==> config.mk <==
export PLATFORM = sky130hd
export DESIGN_NAME = sweep_controller
export DESIGN_NICKNAME = d
export VERILOG_FILES = /design/src/rtl/sweep_controller_pkg.sv /design/src/rtl/sweep_controller_dwell_timer.sv /design/src/rtl/sweep_controller.sv
export SDC_FILE = /design/constraint.sdc
export NUM_CORES = 1
export LEC_CHECK = 0
export CAP_MARGIN = 10
export CORE_ASPECT_RATIO = 1.1
export CORE_MARGIN = 8
export CORE_UTILIZATION = 55
export CTS_CLUSTER_SIZE = 24
export DETAILED_ROUTE_END_ITERATION = 16
export GPL_ROUTABILITY_DRIVEN = 0
export PLACE_DENSITY = 0.86
export SETUP_SLACK_MARGIN = 0.3
export SYNTH_ARGS = -nofsm -noshare
export SYNTH_HDL_FRONTEND = slang
export SYNTH_SLANG_ARGS = --single-unit
==> constraint.sdc <==
create_clock -name clk -period 5.1 [get_ports clk]
set_clock_uncertainty 0.2 [all_clocks]
set_input_delay 0.765 -clock clk [delete_from_list [all_inputs] [get_ports clk]]
set_output_delay 0.765 -clock clk [all_outputs]
set_load 0.1 [all_outputs]
run_1/metal_stack.png
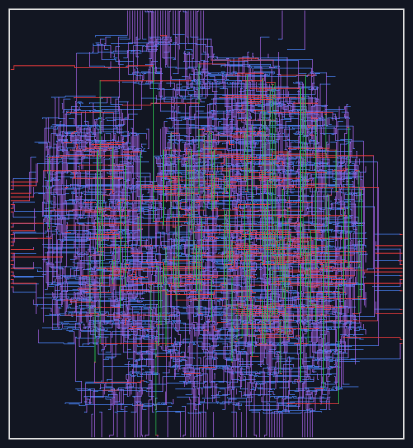
| colour | layer | wire length |
|---|---|---|
| blue | met1 | 12000 microns |
| red | met3 | 3270 microns |
| purple | met2 | 15600 microns |
| green | met4 | 2730 microns |
total routing usage reported by global routing: 0.3009
Routed Wire Length: 33.62 mm
DR vias: 10370
wire length per cell: 20.67 microns

run_1/final_clocks.png
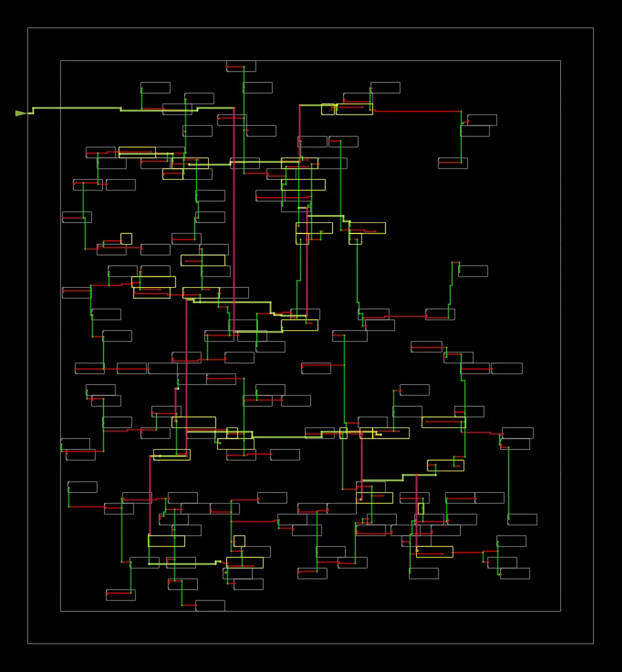
total of clock buffers placed in the layout: 19
layout sequential cell count: 123
Clk Latency, worst-skew pair: 0.44 ns
clock sinks: 123

run_1/registers.png
Other sequential cells in the stronger grey, the rest of the logic in the fainter grey.
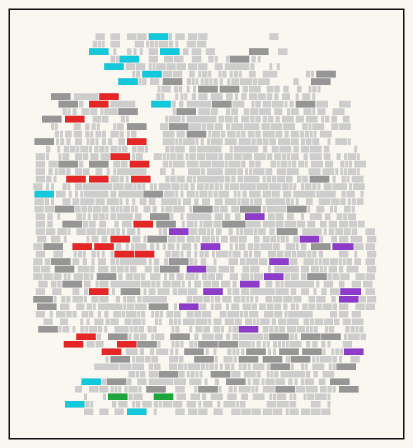
| colour | signal | placed flops |
|---|---|---|
| red | u_dwell_timer.cnt | 20 |
| purple | phase_M | 15 |
| green | signal_shape | 2 |
| cyan | signal_A | 12 |
not coloured: 74
Post-Route Utilization: 0.6856
Seq. pwr: 0.00129 W

==> impl_metrics.csv, run 1 <==
group,metric,value,unit
power,combPwrFrac,0.568,
critical_path,regToRegSetupSlack,0.35,ns
critical_path,ws_path_type,"flip-flop to flip-flop",
timing,max_slew_margin,0.3295,
grt,number_of_antenna_violations_at_the_first_check_in_global_routing,0,
synthesis,synth-compound-area-share,0.2146,
die,ios,117,
run_status,status,"finished, final reports clean",
cells_and_area,dominant_cells,"multi-input combinational cells",
cells_and_area,antenna_cells,0,
timing,maxClockFrequency,210.3,MHz
critical_path,worst-endpoint-arrival,4.88,ns
placed_design,portBuffers,116,
cells_and_area,lay_top_cells,"184 x sky130_fd_sc_hd__nand2_1, 121 x sky130_fd_sc_hd__a21oi_1, 118 x sky130_fd_sc_hd__dfxtp_1",
cells_and_area,seq_area_frac,0.2061,
clocking,tritoncts_clock_tree,"done",
power,cellPowerDensity,513.5,nW/um^2
detailed_routing,remaining_drc_errors,0,
timing,setup_viol_count_final,0,
critical_path,cp-start-kind,"flip-flop",
power,vdd_ir_drop_max,0.2832,mV
timing,whs,0.2541,ns
synthesis,fa_ha_area_frac,0.1276,
critical_path,crit_required,5.23,ns
cells_and_area,n_all_inverters,71,
cells_and_area,layout.cells.non_filler,1626,
synthesis,syn_nets,1451,
cells_and_area,layout_top_cell_excl_fill_tap,"sky130_fd_sc_hd__nand2_1",
-- run 1: worst min-delay path, delay by kind of cell (launching register included) --
| family | cells | cell delay, ns |
|---|---|---|
| compound gates | 1 | 0.05 |
| flops | 1 | 0.31 |
| simple gates | 1 | 0.05 |
-- run 1: synth_stat cells (all sizes together), types with 3 or more instances --
cell,instances,area [sq um]
nor3,27,151.4
a311oi,5,43.79
a211oi,21,157.7
or3,7,43.79
nand4,15,93.84
o211ai,23,177.7
nor2,109,416.7
o31a,7,61.31
a2111oi,3,33.78
xor2,39,341.6
a21o,15,112.6
a31oi,11,68.82
or2,4,25.02
inv,71,266.5
o21ai,42,210.2
nor3b,6,45.04
o31ai,8,60.06
nand4b,3,26.28
ha,94,1176
o22ai,11,68.82
nor2b,15,93.84
mux2i,53,530.5
nor4,19,125.1
nand2b,21,131.4
dfxtp,123,2462
nand3,22,115.1
xnor2,40,350.3
a211o,3,26.28
o311ai,3,26.28
fa,3,60.06
buf,7,33.78
nand3b,3,22.52
o21a,17,127.6
o41ai,8,70.07
and2,7,43.79
mux2,4,48.79
clkbuf,57,214.0
nand2,184,690.7
a21oi,124,620.6
and3,10,62.56
-- run 1: routing by layer --
metal	up-vias	track usage	share of wire
li1	4723	-	-
met1	4719	0.3398	0.36
met4	0	0.2254	0.081
met5	-	0	0
met2	700	0.4780	0.46
met3	229	0.08152	0.097
-- run 1: power by group through the flow --
| stage | Sequential [W] | Clock [W] | Combinational, W |
|---|---|---|---|
| finish | 0.00129 | 0.00137 | 0.00350 |
| global placement | 0.00128 | 0 | 0.00309 |
| detailed placement | 0.00129 | 0 | 0.00317 |
| global route | 0.00130 | 0.00142 | 0.00374 |
| floorplan | 0.00153 | 0 | 0.00208 |
| CTS | 0.00127 | 0.00138 | 0.00323 |
run_1/gate_families.png
The bar under the picture is 50 microns long.
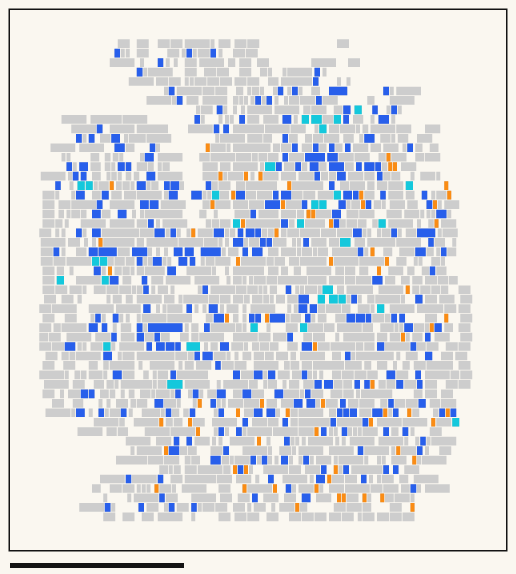

==> run 2, diff against run 1 <==
--- a/config.mk
+++ b/config.mk
@@ -13,7 +13,9 @@
 export DETAILED_ROUTE_END_ITERATION = 16
 export GPL_ROUTABILITY_DRIVEN = 0
 export PLACE_DENSITY = 0.86
+export RECOVER_POWER = 25
 export SETUP_SLACK_MARGIN = 0.3
 export SYNTH_ARGS = -nofsm -noshare
 export SYNTH_HDL_FRONTEND = slang
 export SYNTH_SLANG_ARGS = --single-unit
+export TNS_END_PERCENT = 1
run_2/gate_families.png
The bar under the picture is 50 microns long.
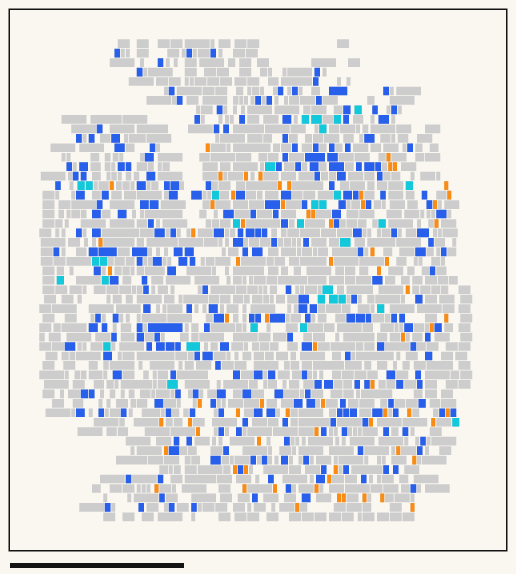
| colour | family | cells | most used |
|---|---|---|---|
| orange | inverters | 71 | inv_1 |
| blue | inverting AOI/OAI gates | 268 | a21oi_1 |
| cyan | AND and OR gates | 32 | and3_1 |
fin cells: 1626
Top cell excl fill/tap: sky130_fd_sc_hd__nand2_1
multi-input gate share of the layout cell area: 0.5694

run_2/metal_stack.png
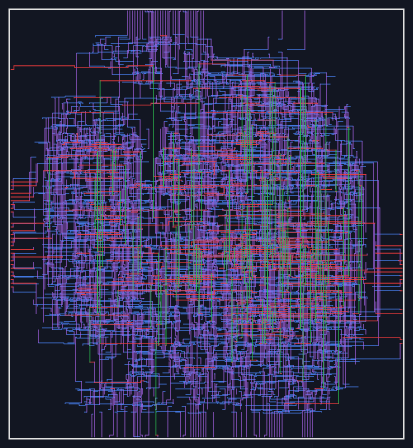
| colour | layer | wire length |
|---|---|---|
| blue | met1 | 12100 microns |
| purple | met2 | 15400 microns |
| green | met4 | 2640 microns |
| red | met3 | 3200 microns |
DR vias: 10320
Routed Wire Length: 33.35 mm
wire length per cell: 20.51 microns

==> impl_metrics.csv, run 2 <==
group,metric,value,unit
synthesis,top_area_frac,0.2542,
placed_design,portBuffers,116,
grt,grt_use_met3,0.08152,
timing,setup_viol_count_final,0,
critical_path,crit_required,5.22,ns
clocking,tritoncts_clock_tree,"done",
power,cellPowerDensity,513.8,nW/um^2
grt,track_usage,0.3009,
detailed_routing,remaining_drc_errors,0,
synthesis,post_synth_most_frequent_cells,"184 x sky130_fd_sc_hd__nand2_1, 124 x sky130_fd_sc_hd__a21oi_1, 123 x sky130_fd_sc_hd__dfxtp_1",
critical_path,regToRegSetupSlack,0.40,ns
grt,grt-busiest-layer,"met2",
clocking,count_of_hold_fix_buffers_inserted_at_cts,0,
synthesis,post-synth-top-area-cell,"sky130_fd_sc_hd__dfxtp_1",
timing,max_slew_margin,-0.3072,
clocking,tritoncts_num_sinks,123,
synthesis,top_cell,"sky130_fd_sc_hd__nand2_1",
cells_and_area,lay_top_cells,"184 x sky130_fd_sc_hd__nand2_1, 121 x sky130_fd_sc_hd__a21oi_1, 119 x sky130_fd_sc_hd__dfxtp_1",
timing,whs,0.2537,ns
critical_path,cp-start-kind,"flip-flop",
cells_and_area,antenna_cells,0,
clocking,clk_latency,0.44,ns
grt,groute.layer.met1.usage,0.3398,
timing,maxClockFrequency,212.9,MHz
grt,grt.met2_usage,0.4780,
synthesis,syn_nets,1451,
run_status,failing_checks,"max-capacitance violations, max-slew violations",
die,ios,117,
flow_run,maxCapViolations,2,
cells_and_area,post_route_utilization,0.6836,
timing,drv_slew,134,
run_status,status,"complete, but fails checks",
synthesis,synthTopCellsByArea,"sky130_fd_sc_hd__dfxtp_1 25%, sky130_fd_sc_hd__ha_1 12%, sky130_fd_sc_hd__nand2_1 7.1%",
-- run 2: cell counts after synthesis --
No cell type changed its count.
-- run 2: what timing repair did --
action / CTS / global route
setup endpoints to repair: 15 / 15
endpoints found under the hold margin: 0 / 0
setup buffers: 0 / 4
cloned: 0 / 1
gates resized: 5 / 25
pin swaps: 0 / 4
-- run 2: kinds of logic (layout without fill, tap and decap cells) --
family | Yosys count | in the layout | synth area share
AOI/OAI and AO/OA | 322 | 322 | 0.2146
and+or+nand+nor | 456 | 456 | 0.2193
xor gates and xnor gates | 79 | 79 | 0.07142
DFF | 123 | 123 | 0.2542
adders and majority gates | 97 | 97 | 0.1276
muxes | 57 | 57 | 0.05980
buffers and inverters | 135 | 254 | 0.05308
-- run 2: metal layers --
metal,part of all wire,routed length [microns],vias up
met3,0.096,3196,208
met2,0.46,15430,656
li1,-,-,4718
met1,0.36,12080,4740
met4,0.079,2640,0
met5,0,0,-
-- run 2: layout make-up --
| cell class | count | area, sq um |
|---|---|---|
| fill | 1395 | 5532 |
| clock inverter | 13 | 212.7 |
| timing repair buffer | 151 | 1458 |
| sequential | 123 | 2470 |
| inverter | 71 | 266.5 |
| clock buffer | 19 | 442.9 |
| tap | 238 | 297.8 |
| multi-input combinational | 1011 | 6805 |
-- run 2: through the flow --
stage,cells,setup WS [ns]
finish,1626,0.4021
global route,1626,0.1496
CTS,1621,0.3044
detailed placement,1589,0.1228
global placement,1589,0.3724
floorplan,1269,0.3639
-- run 2: power breakdown --
part,internal (W),switching (W),total (W)
combinational,0.00135,0.00212,0.00348
clock,0.000883,0.000491,0.00137
sequential,0.00111,0.000182,0.00129
total,0.00334,0.00280,0.00614
Power and IR drop assume default switching activity.
